## config.mk

```make
export PLATFORM = sky130hd
export DESIGN_NAME = seq_detect_param
export DESIGN_NICKNAME = d
export VERILOG_FILES = /design/src/rtl/seq_detect_param.sv
export SDC_FILE = /design/constraint.sdc
export NUM_CORES = 1
export LEC_CHECK = 0
export CAP_MARGIN = 20
export CORE_MARGIN = 5
export CORE_UTILIZATION = 53
export DETAILED_ROUTE_END_ITERATION = 10
export GPL_TIMING_DRIVEN = 0
export PLACE_DENSITY = 0.81
export SYNTH_ARGS = -nofsm -noshare
export SYNTH_HDL_FRONTEND = slang
export SYNTH_SLANG_ARGS = --single-unit
```

## constraint.sdc

```tcl
create_clock -name clk -period 6.4 [get_ports clk]
set_clock_uncertainty 0.05 [all_clocks]
set_input_delay 1.92 -clock clk [delete_from_list [all_inputs] [get_ports clk]]
set_output_delay 1.92 -clock clk [all_outputs]
set_load 0.02 [all_outputs]
```

## src/rtl/seq_detect_param.sv

```systemverilog
// -----------------------------------------------------------------------------
// seq_detect_param
//
// Serial pattern detector. Watches a 1-bit stream (qualified by en) for an
// MSB-first PATTERN of PAT_LEN bits. Each match pulses `match` for one cycle
// and bumps a saturating match counter. With STICKY=1 the first match locks
// the block and raises `start_shifting` until clear/reset; with STICKY=0 the
// search continues, with overlapping (OVERLAP=1) or non-overlapping matches.
//
// Ports:
//   clk            in   rising-edge clock
//   reset          in   asynchronous, active-high; clears all state
//   clear          in   synchronous; back to SEARCH, window emptied,
//                       match_count preserved; wins over en
//   en             in   data is sampled this cycle when high
//   data           in   serial input bit
//   match          out  registered one-cycle pulse per detected match
//   start_shifting out  registered level, high while LOCKED (STICKY=1 only)
//   match_count    out  saturating count of matches since reset
// -----------------------------------------------------------------------------
module seq_detect_param #(
    parameter int unsigned        PAT_LEN = 4,
    parameter logic [PAT_LEN-1:0] PATTERN = 4'b1101,
    parameter bit                 STICKY  = 1'b1,
    parameter bit                 OVERLAP = 1'b1,
    parameter int unsigned        CNT_W   = 8
) (
    input  logic             clk,
    input  logic             reset,
    input  logic             clear,
    input  logic             en,
    input  logic             data,
    output logic             match,
    output logic             start_shifting,
    output logic [CNT_W-1:0] match_count
);

    localparam int unsigned       FILL_W    = $clog2(PAT_LEN + 1);
    localparam logic [FILL_W-1:0] FILL_FULL = FILL_W'(PAT_LEN);
    localparam logic [CNT_W-1:0]  CNT_MAX   = '1;

    typedef enum logic {
        SEARCH = 1'b0,
        LOCKED = 1'b1
    } state_t;

    state_t             state_q, state_d;
    logic [PAT_LEN-1:0] win_q, win_d, win_shift;
    logic [FILL_W-1:0]  fill_q, fill_d, fill_inc;
    logic               match_q, match_d;
    logic               start_q, start_d;
    logic [CNT_W-1:0]   count_q, count_d;
    logic               accept;
    logic               hit;

    generate
        if (PAT_LEN < 1 || PAT_LEN > 32) begin : g_bad_len
            $error("seq_detect_param: PAT_LEN must be in 1..32");
        end

        // A one-bit window has no older bits to keep, so the slice form
        // below would be out of range.
        if (PAT_LEN == 1) begin : g_shift_one
            assign win_shift = data;
        end else begin : g_shift_many
            assign win_shift = {win_q[PAT_LEN-2:0], data};
        end
    endgenerate

    assign accept   = en && !clear && (state_q == SEARCH);
    assign fill_inc = (fill_q == FILL_FULL) ? fill_q : fill_q + 1'b1;

    // Match is judged on the window as it will be after this bit, and only
    // once the window holds PAT_LEN genuinely received bits.
    assign hit = accept && (fill_inc == FILL_FULL) && (win_shift == PATTERN);

    always_comb begin
        state_d = state_q;
        win_d   = win_q;
        fill_d  = fill_q;
        match_d = 1'b0;
        count_d = count_q;

        if (clear) begin
            state_d = SEARCH;
            win_d   = '0;
            fill_d  = '0;
        end else if (accept) begin
            win_d  = win_shift;
            fill_d = fill_inc;
            if (hit) begin
                match_d = 1'b1;
                if (count_q != CNT_MAX) begin
                    count_d = count_q + 1'b1;
                end
                if (STICKY) begin
                    state_d = LOCKED;
                end else if (!OVERLAP) begin
                    // Non-overlapping: the matched bits must not seed the
                    // next match, so the window counts as empty again.
                    fill_d = '0;
                end
            end
        end

        // Registered copy of the next state so the level lines up with the
        // edge at which LOCKED is entered or left.
        start_d = (state_d == LOCKED);
    end

    always_ff @(posedge clk or posedge reset) begin
        if (reset) begin
            state_q <= SEARCH;
            win_q   <= '0;
            fill_q  <= '0;
            match_q <= 1'b0;
            start_q <= 1'b0;
            count_q <= '0;
        end else begin
            state_q <= state_d;
            win_q   <= win_d;
            fill_q  <= fill_d;
            match_q <= match_d;
            start_q <= start_d;
            count_q <= count_d;
        end
    end

    assign match          = match_q;
    assign start_shifting = start_q;
    assign match_count    = count_q;

endmodule

```

**Met3 routing**

The bar under the picture is 10 µm long.
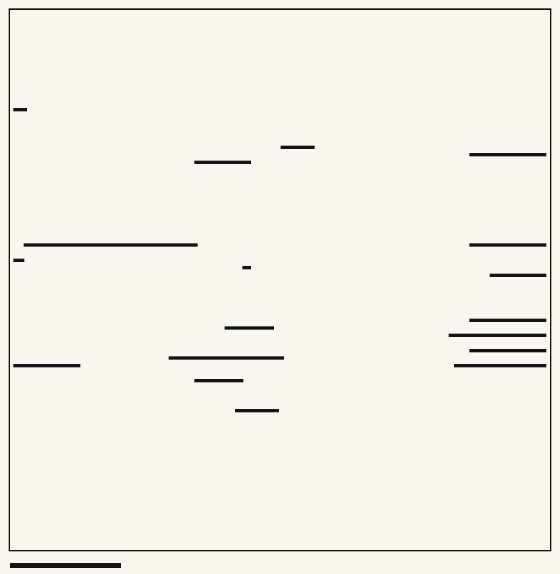
wire length on this layer: 101 µm
main direction: horizontal
longest straight run: 15.4 µm
via count of the routed design: 592
total routed wirelength: 1.35 mm
met3 global-route usage: 3.36%

**Port wiring**

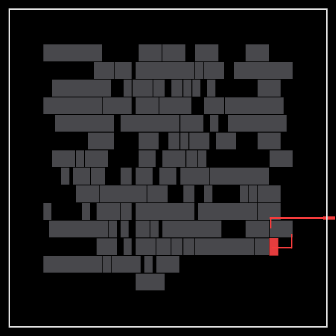
[red] `reset` | bits: 1 | direction: input | edge: east | end cells: 1 | buffers: 1 | wire: 14.6 µm
I/O pin cnt: 15
IO Port Bufs: 13

**Selected gate families**

The bar under the picture is 10 µm long.
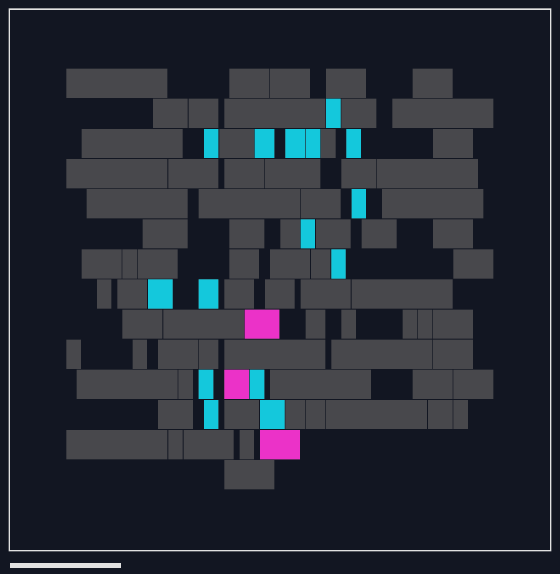
[magenta] and/or cells | cells: 3
[cyan] nand cells | cells: 15
final standard cell count with taps included and fillers excluded: 108
multi-input gate share of the layout cell area: 37.7%
top logic cell by instance count in the layout: sky130_fd_sc_hd__dfrtp_1

-- registers in the layout, indices dropped and copies added, names as in the netlist --
register	cells
match	1
match_count	8
start_shifting	1
win_q	3
fill_q	3
-- report_power, final --
group          leakage (nW)  total, mW  internal (mW)  switching, mW
Sequential            0.221      0.105          0.103        0.00170
Clock                0.0210     0.0663         0.0346         0.0317
Combinational         0.203     0.0143        0.00616        0.00814
Total                 0.445      0.185          0.144         0.0416
-- through the flow --
step	worst slack, ps	power (mW)
after global placement	2480	0.120
final	2720	0.185
after CTS	2730	0.187
after floorplan	3120	0.116
after global routing	2630	0.193
after detailed placement	2430	0.121
-- area by class of cell --
cell class,instances,share of cell area [%]
multi-input combinational,52,37.7
inverter,5,1.91
sequential,16,40.7
buffer,2,0.763
tap,16,2.04
timing repair buffer,13,13.2
clock buffer,4,3.69
==> results.txt <==
The layout was made with Yosys and OpenROAD.

Measured against the total synthesized area, the mux share comes to 5.18%. The average wire per cell in the routed design is 12.5 µm. The data arrival time of the critical path is 3800 ps.

The total met3 wirelength after detailed routing is 100 µm. The cell with the biggest individual delay on the critical path is sky130_fd_sc_hd__clkdlybuf4s50_1. The number of global-route vias before repair was 601.

The number of H-tree levels is 1. The global routing stage identified its most utilized layer as met2. Clock tree synthesis selected as its root buffer the cell sky130_fd_sc_hd__clkbuf_4.

The post-CTS setup repair buffer count is 0. The placed instance area is 947 µm². The core area is 1470 µm². The clock latency on the worst-skew pair is 280 ps. After synthesis the cells add up to 797 µm².

The number of buffer and inverter stages on the critical path is 2. The multi-input gate area in the final layout is 370 µm². The report counts max-capacitance violations totalling 0. No sink is reached through more buffers than the 2 on the longest clock path.

The worst max-slew margin expressed relative to the limit is 61.3%. Cells with a size suffix above 1 make up 8.70% of the layout. The transition at the pin with the smallest max-transition slack is 579 ps.

The area fraction in xor and xnor cells is 8.79%. The global placement routability congestion is 0.737. The dominant register cell is sky130_fd_sc_hd__dfrtp_1. For this run, the share of the core covered by cells in the final layout is 66.8%. The floorplan-stage core utilization is 54.2%. Setup repair after global routing left no endpoint under its margin. The report lists the number of standard-cell rows as 14. The cell taking the most area after synthesis is sky130_fd_sc_hd__dfrtp_1. The top metal layer carrying routed signals is met4. The number of cells on the worst reg-to-reg path is 6. In this run the power density over the cells is 188 nW/µm².

In the layout the commonest cells are sky130_fd_sc_hd__dfrtp_1, sky130_fd_sc_hd__clkdlybuf4s50_1, sky130_fd_sc_hd__nand2_1. Synthesis inferred 16 register bits. The net count after synthesis is 83. Of all nets on the critical path, the largest fanout is 8.

The worst setup path is captured at a flip-flop. The area share of the largest cell type after synthesis is 50.2%. The number of nets in the final layout is 101.

The horizontal die dimension reported for this design is 48.8 µm. The detailed router reports a met2 wire length of 637 µm. The fill cell total of the finished layout is 121. The report puts the hold buffer count at CTS at 0. The cell family with the largest share of critical-path delay is buffers and inverters. In the per-layer breakdown of the detailed-route log, met1 shows 591 µm. The stage delay of the slowest cell on the critical path is 450 ps. The stat command in Yosys gives a chip area of 797 µm². The number of buffers inserted during clock tree synthesis is 3. The final number of setup-violating endpoints is 0. The STA report counts the stages on the worst setup path as 6.

The most common cell in the synthesized netlist is sky130_fd_sc_hd__dfrtp_1. For this design, Yosys synthesis ends with a cell count of 75. Summed over all cells, the static leakage comes to 0.445 nW. The floorplan step set the die height to 48.8 µm. The warning tally printed by Yosys for this design is 0.

The arithmetic-cell share of the synthesized area counting full adders, half adders and majority gates is 4.71%. The starting DRC count in detailed routing is 13. The detail route stage leaves a number of antenna-violating nets equal to 0. After routing the design area is 983 µm². The signal on the critical path passes through clkdlybuf4s50_1 -> nor2b_1 -> clkbuf_1 -> nand4_1 -> a211oi_4 -> mux2_1. The run finished with clean final reports. The setup slack on the worst flop-to-flop path is 4050 ps. The total half-perimeter wirelength after legalization and detailed placement is 1.05 mm. Yosys reported that registers with async set or reset make up 100%.

STA lists the endpoint of the worst register-to-register path as match_count[1]. The sort of element at the start of the critical path is a primary input. In the synthesized netlist, the number of instances is 75. After Yosys synthesis, AND-OR and OR-AND compound gates account for 6.44% of the synthesized area. The number of diodes is 0. Once the clock tree was built, the resizer swapped 0 gates to a different size.
Power is estimated from default activity; no workload was simulated.
